### Cell density map, run 1

11 x 11 tiles, from white (low) to dark blue (high), 0 to 100% covered.
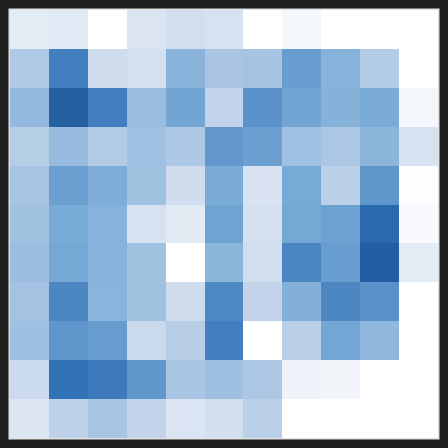
### Met1 routing, run 1

Supply wires on this layer in grey.
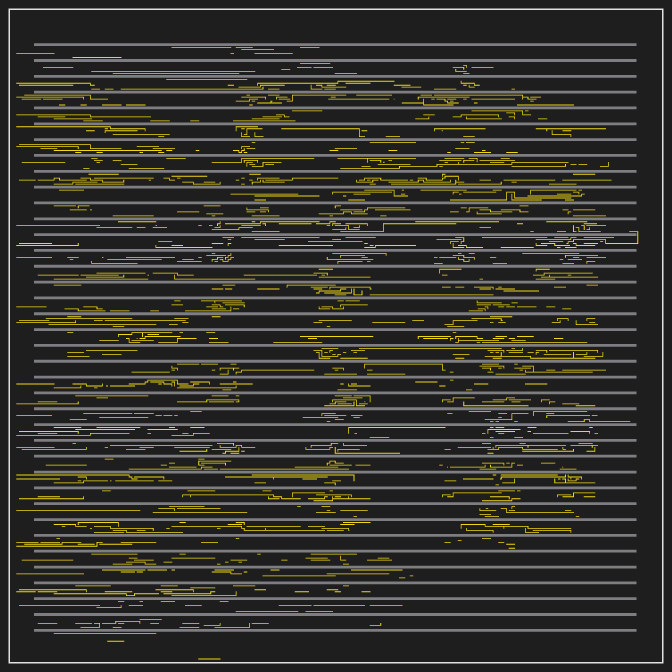
### Placed cells, one colour a class, run 1

The bar under the picture is 20 µm long. Fill, decap, tap and diode cells in grey.
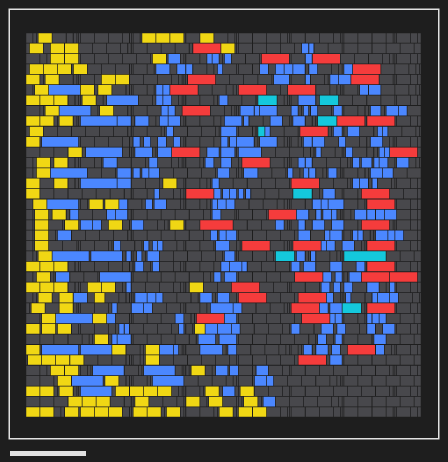
### Signal wires on met4, run 1

The bar under the picture is 20 µm long. Supply wires on this layer in grey. Cells faint in the background.
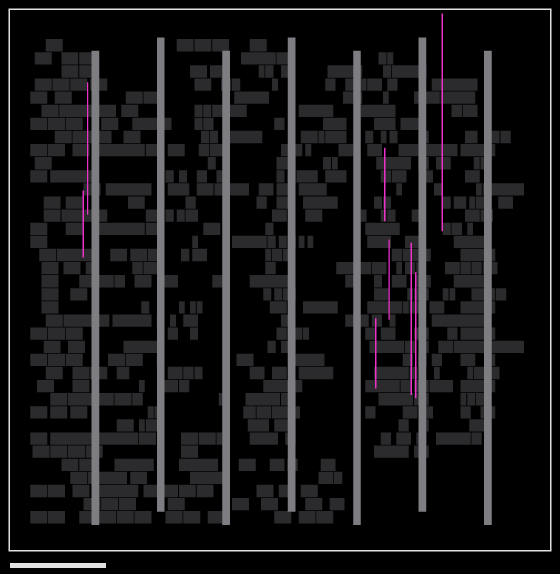
`config.mk`:
```
export PLATFORM = sky130hd
export DESIGN_NAME = sequence_player
export DESIGN_NICKNAME = d
export VERILOG_FILES = /design/src/rtl/sequence_player.sv
export SDC_FILE = /design/constraint.sdc
export NUM_CORES = 1
export LEC_CHECK = 0
export CELL_PAD_IN_SITES_DETAIL_PLACEMENT = 0
export CELL_PAD_IN_SITES_GLOBAL_PLACEMENT = 2
export CORE_MARGIN = 4
export CORE_UTILIZATION = 28
export CTS_CLUSTER_SIZE = 40
export DETAILED_ROUTE_END_ITERATION = 12
export HOLD_SLACK_MARGIN = 0.12
export MAX_ROUTING_LAYER = met4
export PLACE_DENSITY_LB_ADDON = 0.1
export SLEW_MARGIN = 40
export SYNTH_ARGS = -nofsm -noshare
export SYNTH_HDL_FRONTEND = slang
export SYNTH_SLANG_ARGS = --single-unit
```
`constraint.sdc`:
```
create_clock -name clk -period 6.1 [get_ports clk]
set_input_delay 0.61 -clock clk [delete_from_list [all_inputs] [get_ports clk]]
set_output_delay 0.61 -clock clk [all_outputs]
set_load 0.02 [all_outputs]
```
`src/rtl/sequence_player.sv`:
```
// Plays a stored button sequence on four one-hot LEDs, one entry per ON/OFF period.
// Latency: first LED lit the cycle after start; each entry occupies ON_CYCLES+OFF_CYCLES cycles.
// Backpressure: none; start is ignored while busy, abort/reset cancel playback at once.
module sequence_player #(
  parameter int ON_CYCLES  = 25_000_000,
  parameter int OFF_CYCLES = 12_500_000
) (
  input  logic            clk,
  input  logic            reset,
  input  logic [31:0][2:0] segment,
  input  logic [4:0]      round,
  input  logic            start,
  input  logic            abort,
  output logic [3:0]      leds,
  output logic [4:0]      play_idx,
  output logic            busy,
  output logic            done
);

  typedef enum logic [1:0] {IDLE, ON, OFF, FIN} state_t;

  localparam logic [25:0] ON_LAST  = 26'(ON_CYCLES - 1);
  localparam logic [25:0] OFF_LAST = 26'(OFF_CYCLES - 1);

  state_t      state;
  logic [25:0] cnt;
  logic [4:0]  nxt_idx;
  logic        last_entry;

  // Map a 2-bit button code onto its LED; empty entries never reach here.
  function automatic logic [3:0] decode(input logic [2:0] code);
    logic [3:0] v;
    v = 4'b0000;
    if (!code[2]) begin
      case (code[1:0])
        2'b11:   v = 4'b1000;
        2'b10:   v = 4'b0100;
        2'b01:   v = 4'b0010;
        default: v = 4'b0001;
      endcase
    end
    return v;
  endfunction

  // Decide whether the entry just shown is the final one (round reached, index 31, or next entry empty).
  always_comb begin
    nxt_idx    = play_idx + 5'd1;
    last_entry = (play_idx == round) || (play_idx == 5'd31) || segment[nxt_idx][2];
  end

  // Playback FSM with dwell counter; all outputs registered.
  always_ff @(posedge clk) begin
    if (reset) begin
      state    <= IDLE;
      cnt      <= '0;
      leds     <= 4'b0000;
      play_idx <= 5'd0;
      busy     <= 1'b0;
      done     <= 1'b0;
    end else if (abort) begin
      state <= IDLE;
      cnt   <= '0;
      leds  <= 4'b0000;
      busy  <= 1'b0;
      done  <= 1'b0;
    end else begin
      case (state)
        IDLE: begin
          done <= 1'b0;
          if (start) begin
            play_idx <= 5'd0;
            cnt      <= '0;
            busy     <= 1'b1;
            if (!segment[0][2]) begin
              state <= ON;
              leds  <= decode(segment[0]);
            end else begin
              state <= FIN;
              leds  <= 4'b0000;
              done  <= 1'b1;
            end
          end
        end
        ON: begin
          if (cnt == ON_LAST) begin
            state <= OFF;
            leds  <= 4'b0000;
            cnt   <= '0;
          end else begin
            cnt <= cnt + 26'd1;
          end
        end
        OFF: begin
          if (cnt == OFF_LAST) begin
            cnt <= '0;
            if (last_entry) begin
              state <= FIN;
              done  <= 1'b1;
            end else begin
              state    <= ON;
              play_idx <= nxt_idx;
              leds     <= decode(segment[nxt_idx]);
            end
          end else begin
            cnt <= cnt + 26'd1;
          end
        end
        default: begin
          state <= IDLE;
          cnt   <= '0;
          leds  <= 4'b0000;
          busy  <= 1'b0;
          done  <= 1'b0;
        end
      endcase
    end
  end

endmodule

```
==> Slide: Implementation Results, run 1 <==
Physical Implementation Snapshot

Clock network
  – Clock-pin slew on the worst setup and hold paths: 0.08 ns
  – H-tree depth: 2
  – CTS buffer count: 5
  – Postcts setup bufs: 0
  – Clock Sinks: 39
  – CTS Hold Buffers Added: 0
  – Clk latency late pin: 0.30 ns
  – CTS tree: yes
  – Root Buffer: clkbuf_8
  – Post_cts resized: 0
  – CTS Buffer Depth: 2

Route
  – Remaining DRCs: 0
  – Antenna viol nets, final: 0
  – First-pass iteration count of the detailed router: 4
  – Highest Signal Layer: met4
  – WL met1: 4091 µm
  – DR WL met2: 4792 µm
  – Detailed-route vias per instance: 5.145
  – Met3 Wirelength: 559 µm
  – Drt initial violations: 95
  – DR WL/cell: 16.99 µm

Critical path
  – Worst R2R Path Depth: 9
  – R2R Path End: play_idx[3]
  – Crit path kind: flop to flop
  – Worst-path fanout max: 33
  – Reg2reg setup slack: 2.67 ns
  – CP startpoint kind: flop
  – Critical path required time: 6.35 ns
  – Reg2reg start: play_idx[0]
  – Worst Path Arrival: 3.68 ns
  – Setup crit end kind: flop

Synth
  – Async set or reset register ratio after synthesis: 0
  – Ys flops: 39
  – Yosys cell count: 321
  – Yosys warnings: 0
  – Yosys Chip Area: 0.003030 mm²
  – Mapped Nets: 433
  – Number of enable flip-flop cells: 0
  – Mean Syn Cell Area: 9.441 µm²
  – Synth Instances: 321
  – Synth Seq Share: 0.2576
  – Synth Flop Type: dfxtp_1
  – Distinct cell type count after synthesis: 59
  – Mapped Area: 0.003030 mm²

Placement
  – DP HPWL: 7911 µm
  – Port bufs: 115
  – Placer Congestion: 0.8205
  – Post-placement cell area: 0.004270 mm²

Final layout
  – Area grow syn2layout: 44.88%
  – N_diodes: 0
  – NumNets Final: 542
  – Layout cells sized above 1: 0.1276
  – Commonest cells after routing, fill and taps aside: 115 x clkdlybuf4s50_1, 38 x dfxtp_1, 25 x nand2_1
  – Dominant logic cell type in the layout: clkdlybuf4s50_1

Final timing
  – Rel. slew slack: 0.4789
  – Final slew viol count: 0
  – Final setup fails: 0
  – Worst slew pin tran: 0.7715 ns
  – Fin crit period: 3.431 ns
  – Final Skew: 0.01358 ns
  – Peak Freq: 291.5 MHz
  – Setup TNS: 0 ns
  – RSZ-0062 raised after global routing: false
  – Final hold violation count: 0
  – Crit share post-route: 0.5625

Hold path
  – Worst Hold End: busy
  – Worst Hold Depth: 2
  – Hold Crit Class: flop to flop
  – Min-Delay Startpoint: busy

Run
  – Max-cap viol count: 0
  – Warning total across the stage logs: 29

Global route
  – Overflow after GRT: 0
  – Initial antenna violation count: 0
  – Top Usage Layer GRT: met2
  – GRT Total Usage: 0.1580
  – Number of global-route vias before repair: 3239
  – Global-route wire length before repair: 15840 µm
  – Largest net degree at the start of global routing: 34
  – Met3 Use GR: 0.03181
  – Grt met2 use: 0.2766

Die
  – Total die size: 0.01255 mm²
  – Die Span Y: 112.0 µm
  – I/O pin cnt: 116
  – Die width: 112.0 µm

Outcome
  – Outcome: complete, no violations

Power
  – Pleak: 1.467 nW
  – Max IR drop VDD: 0.1245 mV
  – Pwr Density: 146.7 mW/mm²
## Picture notes: 'Cell density map'
mean over tiles: 34%
nearly empty tiles: 14%
emptiest ninth of the die: south-east
tiles over 75% full: 2.5%
core box area: 0.01042 mm²
final core utilization: 0.4215
Starting Density: 0.2909

## Picture notes: 'Met1 routing'
nets with wire on the layer: 488
wire length on this layer: 4090 µm
share of all routed wire: 42%
main direction: horizontal
vias: 2917
met1 Use GR: 0.1813
DRT Wirelength: 9631 µm

## Picture notes: 'Placed cells, one colour a class'
[other buffers and delay cells] yellow | cells: 117 | share of their area: 28%
[flops] red | cells: 39 | share of their area: 19%
[clock drivers and dummy loads] cyan | cells: 8 | share of their area: 2.8%
[all other logic] blue | cells: 267 | share of their area: 51%
post-route cell area: 0.004390 mm²
row count: 37
fraction of area in registers: 0.1787

## Picture notes: 'Signal wires on met4'
share of all routed wire: 2.0%
nets with wire on the layer: 6

run 1: flip-flops by register name, indices dropped and copies added, names as in the netlist:
register and cells:
leds 4, state 2, cnt 26, busy 1, done 1, play_idx 5
run 1: through the flow:
step	hold slack, ns	util	instances	setup WS [ns]	total power, mW
floorplan	0.4492	-	321	3.352	0.3353
global placement	0.4593	0.4100	559	2.341	0.4238
detailed placement	0.4639	0.4100	559	2.337	0.4242
CTS	0.4819	0.4213	567	2.305	0.6514
global route	0.5037	0.4215	567	2.321	0.6735
finish	0.4800	0.4215	567	2.669	0.6439
run 1: synthesized netlist by cell type, drive strengths merged, types with 2 or more instances:
| library cell | n | share of area |
|---|---|---|
| nor2 | 33 | 0.057 |
| a2111oi | 6 | 0.017 |
| mux4 | 20 | 0.16 |
| or2 | 2 | 0.0041 |
| nand2b | 3 | 0.0062 |
| dfxtp | 39 | 0.26 |
| nand3 | 17 | 0.030 |
| mux2i | 11 | 0.036 |
| or3 | 5 | 0.012 |
| a31oi | 7 | 0.014 |
| clkbuf | 4 | 0.0050 |
| xor2 | 16 | 0.049 |
| and2 | 3 | 0.0062 |
| nor4bb | 2 | 0.0066 |
| nand2 | 27 | 0.037 |
| a311oi | 3 | 0.0087 |
| nand4b | 3 | 0.0087 |
| inv | 8 | 0.0099 |
| xnor2 | 16 | 0.049 |
| a41oi | 2 | 0.0058 |
| or4 | 3 | 0.0074 |
| ha | 7 | 0.029 |
| nor4b | 4 | 0.012 |
| and3 | 5 | 0.010 |
| a21o | 2 | 0.0050 |
| o21ai | 9 | 0.016 |
| nor3 | 16 | 0.028 |
| a22o | 2 | 0.0058 |
| nor4 | 5 | 0.012 |
| buf | 11 | 0.027 |
| a21oi | 10 | 0.017 |
| nor2b | 4 | 0.0083 |
| nand4 | 7 | 0.014 |
run 1: power by group:
part	total, mW	switching [mW]	internal, mW
clock	0.227	0.0949	0.132
sequential	0.262	0.00387	0.258
combinational	0.154	0.0589	0.0955
total	0.644	0.158	0.486
run 1: worst max-delay path by stage:
stage,from,to,cells past startpoint
final,play_idx[0],play_idx[3],9
after global placement,play_idx[0],leds[1],8
after detailed placement,play_idx[0],play_idx[3],9
after floorplan,play_idx[0],play_idx[0],9
after CTS,play_idx[0],play_idx[3],9
after global routing,play_idx[0],play_idx[2],9
run 1: layout make-up:
class / instances / area [µm²]
fill: 1038 / 6026
multi-input combinational: 259 / 2122
timing repair buffer: 117 / 1166
sequential: 39 / 784.5
tap: 136 / 170.2
clock buffer: 6 / 82.58
clock inverter: 2 / 35.03
inverter: 8 / 30.03
run 1: kinds of logic (layout without fill, tap and decap cells):
group,Yosys count,count (layout),synth area share
buffers and inverters,23,133,0.04211
adders and majority gates,7,7,0.02890
AOI/OAI and AO/OA,48,48,0.1135
DFF,39,39,0.2576
and+or+nand+nor,141,141,0.2655
xor gates and xnor gates,32,32,0.09745
muxes,31,31,0.1949
run 1: critical path: stages (launching register included):
cell and delay, ns:
dfxtp_4 0.64, ha_1 0.52, buf_4 0.36, mux4_1 0.33
mux2i_1 0.14, nor3_1 0.08, nor4_2 0.45, nand3_1 0.24
a2111oi_0 0.47, a21o_1 0.13
### Routing congestion, run 1

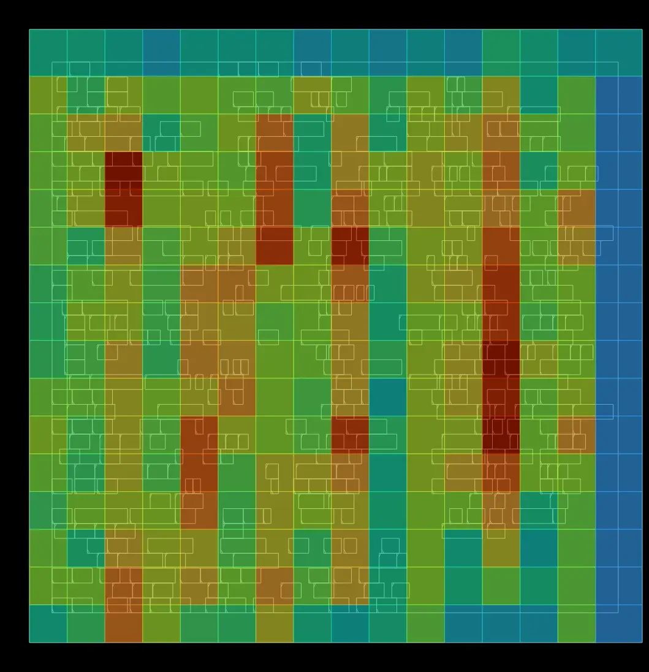

==> run 2, diff against run 1 <==
CORE_UTILIZATION = 23   (was 28)
clock period = 2.95 ns   (was 6.1 ns; I/O delays follow)
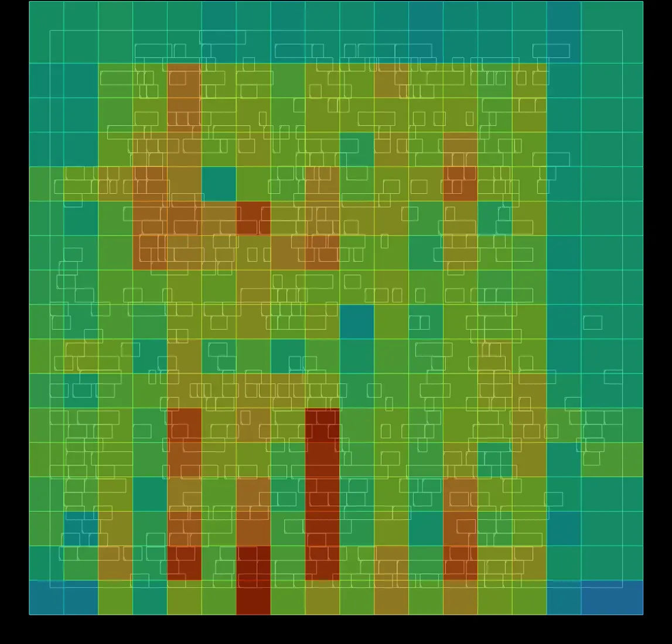
*Routing congestion, run 2*
DR WL/cell: 16.95 µm
met3 Use GR: 0.02120
GRT Total Usage: 0.1488
Top Usage Layer GRT: met2
grt met2 use: 0.2282

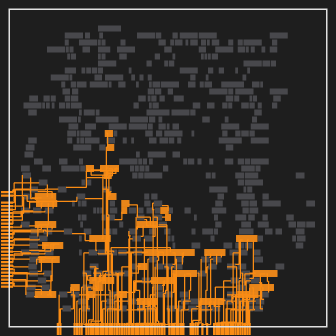
*Port wiring, run 2*
[`segment`] orange | bits: 96 | direction: input | end cells: 36 | buffers: 97 | wire: 2580 µm
port bufs: 115
I/O pin cnt: 116

==> run 2 against run 1 <==
  * Synthesized cell count stayed put
  * Final area is 5.7% higher
  * Setup slack worse by 2.5 ns
  * Register-to-register slack worse by 2.5 ns
  * Critical endpoint is now state[1]
  * Largest power group is now clock
  * Sequential power is 110% higher
  * Power is 120% higher
  * Global-route usage is 0.92 points lower
==> Slide: Implementation Results, run 2 <==
Physical Implementation Snapshot

Global route
  – Number of global-route vias before repair: 3117
  – Global-route wire length before repair: 16660 µm
  – Overflow after GRT: 0

Clock network
  – Clock-pin slew on the worst setup and hold paths: 0.06 ns
  – CTS buffer count: 5
  – Clk latency late pin: 0.28 ns
  – CTS Buffer Depth: 2
  – Clock Sinks: 39
  – CTS Hold Buffers Added: 0

Critical path
  – Reg2reg setup slack: 0.20 ns
  – Critical path's largest stage delay: 0.36 ns
  – Slowest cell on crit path: ha_1
  – R2R Path End: state[1]
  – Setup crit end kind: flop
  – Worst R2R Path Depth: 11

Synth
  – Synth Seq Share: 0.2576
  – Synth Instances: 321
  – Fa+ha+maj area frac: 0.02890
  – Distinct cell type count after synthesis: 59
  – Mapped Nets: 433
  – MUX area fraction: 0.1949
  – Post-Synth XOR/XNOR Area: 0.09744
  – Ys flops: 39
  – Yosys Chip Area: 0.003030 mm²
  – Top logic family: simple AND/OR/NAND/NOR gates
  – Top cells by count: 39 x dfxtp_1, 25 x nand2_1, 20 x nor2_2
  – Max-area cell share: 0.2576
  – Yosys cell count: 321
  – Top cells by area: dfxtp_1 26%, mux4_2 8.9%, mux4_1 6.9%

Final layout
  – Registers with the most flip-flops: cnt x26, play_idx x5, leds x4
  – NumNets Final: 562
  – N_diodes: 0
  – Top reg by flops: cnt
  – Logic area: 0.002140 mm²
  – Fin cells: 622
  – Reg area: 780.7 µm²
  – Fillcell total: 1310
  – Layout cells sized above 1: 0.1689

Die
  – Row count: 41
  – Starting Density: 0.2372
  – Core box area: 0.01277 mm²
  – Die width: 122.8 µm
  – Die Span Y: 122.8 µm
  – Total die size: 0.01508 mm²

Placement
  – Placer Congestion: 0.7691
  – DP HPWL: 8735 µm

Final timing
  – Fin crit period: 2.748 ns
  – Rel. slew slack: 0.5965
  – Final hold violation count: 0
  – Crit share post-route: 0.9316
  – Final setup fails: 0
  – RSZ-0062 raised after global routing: false
  – Peak Freq: 363.9 MHz
  – Fin worst setup slack: 0.2017 ns

Route
  – First-pass iteration count of the detailed router: 4
  – Antenna viol nets, final: 0
  – Drt initial violations: 143

Outcome
  – Outcome: complete, no violations

Run
  – Warning total across the stage logs: 29
  – Max-cap viol count: 0

Power
  – Max IR drop VDD: 0.1888 mV
  – Pwr Density: 307.9 mW/mm²
[run 2: stage by stage]
stage,util,cell area [µm²],total power [mW]
5_1_grt,0.3634,4642,1.500
3_5_place_dp,0.3499,4469,0.8924
4_1_cts,0.3612,4613,1.448
6_report,0.3634,4642,1.429
2_1_floorplan,-,3030,0.6934
3_3_place_gp,0.3499,4469,0.8942
[run 2: worst min-delay path by stage]
stage | slack [ns] | startpoint | to
after detailed placement | 0.47 | busy | busy
after CTS | 0.48 | busy | busy
final | 0.48 | cnt[1] | cnt[1]
after global placement | 0.46 | busy | busy
after global routing | 0.51 | cnt[1] | cnt[1]
after floorplan | 0.36 | reset | play_idx[0]
[run 2: layer usage]
layer / track usage / share of wire
met4: 0.03499 / 0.015
met2: 0.2282 / 0.47
met5: - / 0
met1: 0.2074 / 0.48
met3: 0.02120 / 0.034
[run 2: area by class of cell]
type	instances	share of cell area
multi-input combinational	259	0.4609
timing repair buffer	137	0.2871
sequential	39	0.1682
tap	172	0.04636
clock buffer	6	0.02992
inverter	8	0.006469
clock inverter	1	0.001078
[run 2: where the power goes]
part	total, mW	internal, mW	switching [mW]
registers	0.543	0.536	0.00733
clock network	0.548	0.330	0.217
logic	0.339	0.212	0.127
[run 2: what timing repair did]
item                                   4_1_cts  5_1_grt
gates resized                                0        6
buffers inserted                             0        1
endpoints found under the hold margin        0        0
setup endpoints to repair                    0        8
[run 2: kinds of logic (layout without fill, tap and decap cells)]
kind of cell | Yosys count | after routing
adders and majority gates | 7 | 7
xor gates and xnor gates | 32 | 32
and+or+nand+nor | 141 | 141
AOI/OAI and AO/OA | 48 | 48
buffers and inverters | 23 | 152
muxes | 31 | 31
DFF | 39 | 39
[run 2: worst register-to-register path: cells and delay by family (launching register included)]
family,cells,cell delay (ns)
fa+ha+maj,2,0.66
flops,1,0.33
buf+inv,3,0.46
simple gates,3,0.54
compound gates,3,0.66
### Met1 routing, run 2

Supply wires on this layer in grey.
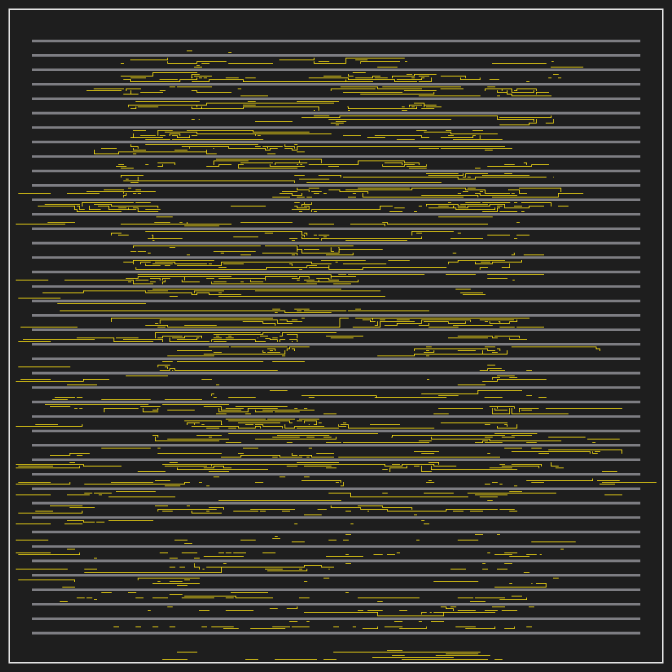

==> run 3, diff against run 2 <==
CORE_UTILIZATION = 26   (was 23)
clock period = 2.6 ns   (was 2.95 ns; I/O delays follow)
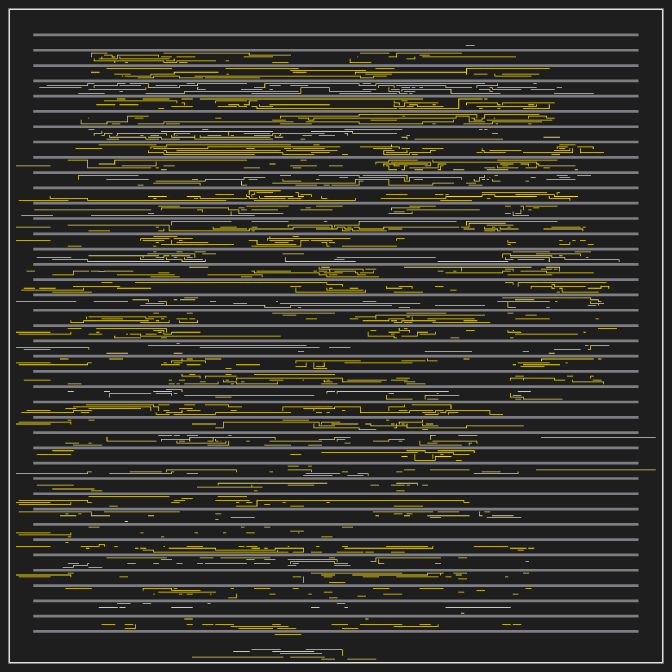
*Met1 routing, run 3*
Supply wires on this layer in grey.
longest straight run: 39.6 µm
main direction: horizontal
DRT Wirelength: 10860 µm
vias: 3094

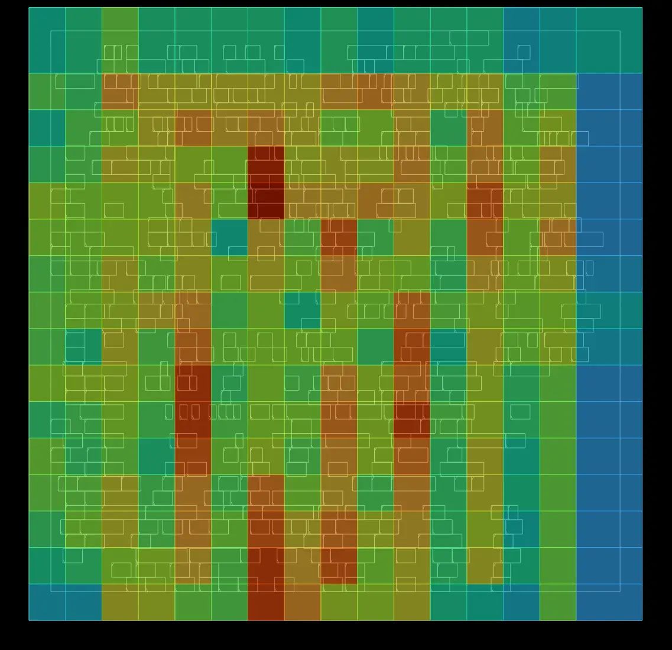
*Routing congestion, run 3*
met1 Use GR: 0.2260
GRT Total Usage: 0.1721
DR WL/cell: 17.49 µm
met3 Use GR: 0.03916
grt met2 use: 0.2766

==> run 3 against run 2 <==
  * Global-route usage increased by 2.3 points
  * Fmax is 10% higher
  * First-iteration DRC count down 2.8%
  * Final area rose by 7.4%
  * Non-clock buffer count grew 26
  * Setup slack worse by 0.093 ns
  * Clock skew decreased by 0.0014 ns
  * Routed wire length increased by 3.0%
  * Utilization increased by 7.3 points
  * Die area shrank 11%
  * Combinational power grew 25%
  * Synthesized cell count unchanged
  * Critical path type unchanged
==> Slide: Implementation Results, run 3 <==
Physical Implementation Snapshot

Power
  – Pwr Density: 352.5 mW/mm²
  – Max IR drop VDD: 0.2601 mV
  – Pleak: 1.734 nW

Clock network
  – CTS Buffer Depth: 2
  – Root Buffer: clkbuf_16
  – CTS buffer count: 5
  – Clk latency late pin: 0.29 ns
  – H-tree depth: 2
  – CTS tree: yes
  – Clock Sinks: 39
  – Clock-pin slew on the worst setup and hold paths: 0.06 ns
  – CTS Hold Buffers Added: 0

Die
  – I/O pin cnt: 116
  – Row count: 39
  – Starting Density: 0.2654
  – Core box area: 0.01142 mm²
  – Die Span Y: 116.0 µm
  – Total die size: 0.01345 mm²
  – Die width: 116.0 µm

Run
  – Max-cap viol count: 0
  – Warning total across the stage logs: 30

Final timing
  – Fin crit period: 2.491 ns
  – Peak Freq: 401.4 MHz
  – Final slew viol count: 0
  – Worst slew pin tran: 0.6877 ns
  – RSZ-0062 raised after global routing: true
  – Final setup fails: 0
  – Rel. slew slack: 0.5394
  – Final Skew: 0.003176 ns
  – Crit share post-route: 0.9582
  – Setup TNS: 0 ns
  – Final hold violation count: 0
  – Hold WS: 0.4737 ns

Outcome
  – Outcome: complete, no violations

Synth
  – Mapped Area: 0.003030 mm²
  – Number of enable flip-flop cells: 0
  – Yosys Chip Area: 0.003030 mm²
  – Synth Seq Share: 0.2576
  – Async set or reset register ratio after synthesis: 0
  – Yosys cell count: 321
  – Max-area cell share: 0.2576
  – Mean Syn Cell Area: 9.441 µm²
  – Top cells by area: dfxtp_1 26%, mux4_2 8.9%, mux4_1 6.9%
  – Ys flops: 39
  – Post-synth top area cell: dfxtp_1
  – Distinct cell type count after synthesis: 59
  – Mapped Nets: 433
  – Synth Instances: 321
  – Top cells by count: 39 x dfxtp_1, 25 x nand2_1, 20 x nor2_2
  – Count leader, synth: dfxtp_1
  – Synth Flop Type: dfxtp_1
  – Yosys warnings: 0

Placement
  – DP HPWL: 9157 µm
  – Port bufs: 115
  – Placer Congestion: 0.8094

Critical path
  – Critical path's largest stage delay: 0.38 ns
  – Crit path kind: flop to flop
  – Buf/Inv on CP: 2
  – Family with the most delay on the worst path: simple AND/OR/NAND/NOR gates
  – Worst-path fanout max: 8
  – Critical path required time: 2.81 ns
  – CP startpoint kind: flop
  – Slowest cell on crit path: or3_1
  – CP cell instances: ha_4, buf_6, mux4_2, mux2i_4, nor3_2, nor4_2, buf_4, nand3_4, or3_1, a21oi_1
  – Setup crit end kind: flop
  – Worst Path Arrival: 2.70 ns

Route
  – Remaining DRCs: 0
  – Drt initial violations: 139
  – Detailed-route vias per instance: 4.982
  – First-pass iteration count of the detailed router: 4
  – Antenna viol nets, final: 0

Global route
  – Overflow after GRT: 0
  – Initial antenna violation count: 1
  – Number of global-route vias before repair: 3328
  – Global-route wire length before repair: 17460 µm
  – Largest net degree at the start of global routing: 14

Final layout
  – Dominant logic cell type in the layout: clkdlybuf4s50_1
  – Registers with the most flip-flops: cnt x26, play_idx x5, leds x4
  – Area grow syn2layout: 64.45%
  – Commonest cells after routing, fill and taps aside: 115 x clkdlybuf4s50_1, 43 x buf_4, 37 x dfxtp_1
  – Max reg flops: 26
  – NumNets Final: 588
  – Top reg by flops: cnt
  – Layout cells sized above 1: 0.2558

Hold path
  – Hold Crit Class: flop to flop
## run 3: per-layer routing
metal / track usage / share of wire
met1: 0.2260 / 0.47
met2: 0.2766 / 0.48
met3: 0.03916 / 0.040
met4: 0.02784 / 0.0072
met5: - / 0
## run 3: cell families after synthesis
family	share of synthesized area
AOI/OAI and AO/OA	0.1135
xor gates and xnor gates	0.09745
adders and majority gates	0.02890
buffers and inverters	0.04211
DFF	0.2576
muxes	0.1949
and+or+nand+nor	0.2655
## run 3: path summary, 6_finish.rpt
check | from | end | slack [ns] | cells past startpoint
max | play_idx[0] | play_idx[0] | 0.11 | 10
min | busy | busy | 0.47 | 2
max reg2reg | play_idx[0] | play_idx[0] | 0.11 | 10
min reg2reg | busy | busy | 0.47 | 2
## run 3: worst register-to-register path, delay by kind of cell (launching register included)
kind | cells | cell delay [ns]
DFF | 1 | 0.37
AOI/OAI and AO/OA | 1 | 0.14
muxes | 2 | 0.49
and+or+nand+nor | 4 | 0.78
buffers and inverters | 2 | 0.29
adders and majority gates | 1 | 0.34
## run 3: where the power goes
part	switching, mW	internal, mW	total, mW
logic	0.159	0.264	0.423
registers	0.00785	0.607	0.614
clock network	0.266	0.453	0.719
total	0.433	1.32	1.76
## run 3: final cells by class
cell class              instances  area [µm²]
multi-input cells             259        2252
clock inverters                 3       43.79
clock buffers                   5       125.1
fillers                      1127        6435
flip-flops and latches         39       785.8
diodes                          1       2.502
well taps                     143       178.9
repair buffers                163        1565
inverters                       8       30.03
## run 3: timing repair
action                                 CTS  global route
endpoints found under the hold margin    0             0
setup endpoints to repair               11            12
resized                                  6            30
pin swaps                                2             7
setup buffers                            5             1
## run 3: per-stage QoR
step / cells / setup slack [ns] / cell area (µm²) / utilization / power [mW]
6_report: 621 / 0.1087 / 4984 / 0.4364 / 1.757
5_1_grt: 621 / -0.02654 / 4984 / 0.4364 / 1.825
4_1_cts: 619 / 0.003938 / 4853 / 0.4250 / 1.747
3_5_place_dp: 606 / -0.2569 / 4608 / 0.4036 / 1.028
3_3_place_gp: 606 / -0.1792 / 4608 / 0.4036 / 1.025
2_1_floorplan: 321 / 0.02536 / 3037 / - / 0.7868
No activity file was given, so power comes from the tool's default toggle rates.
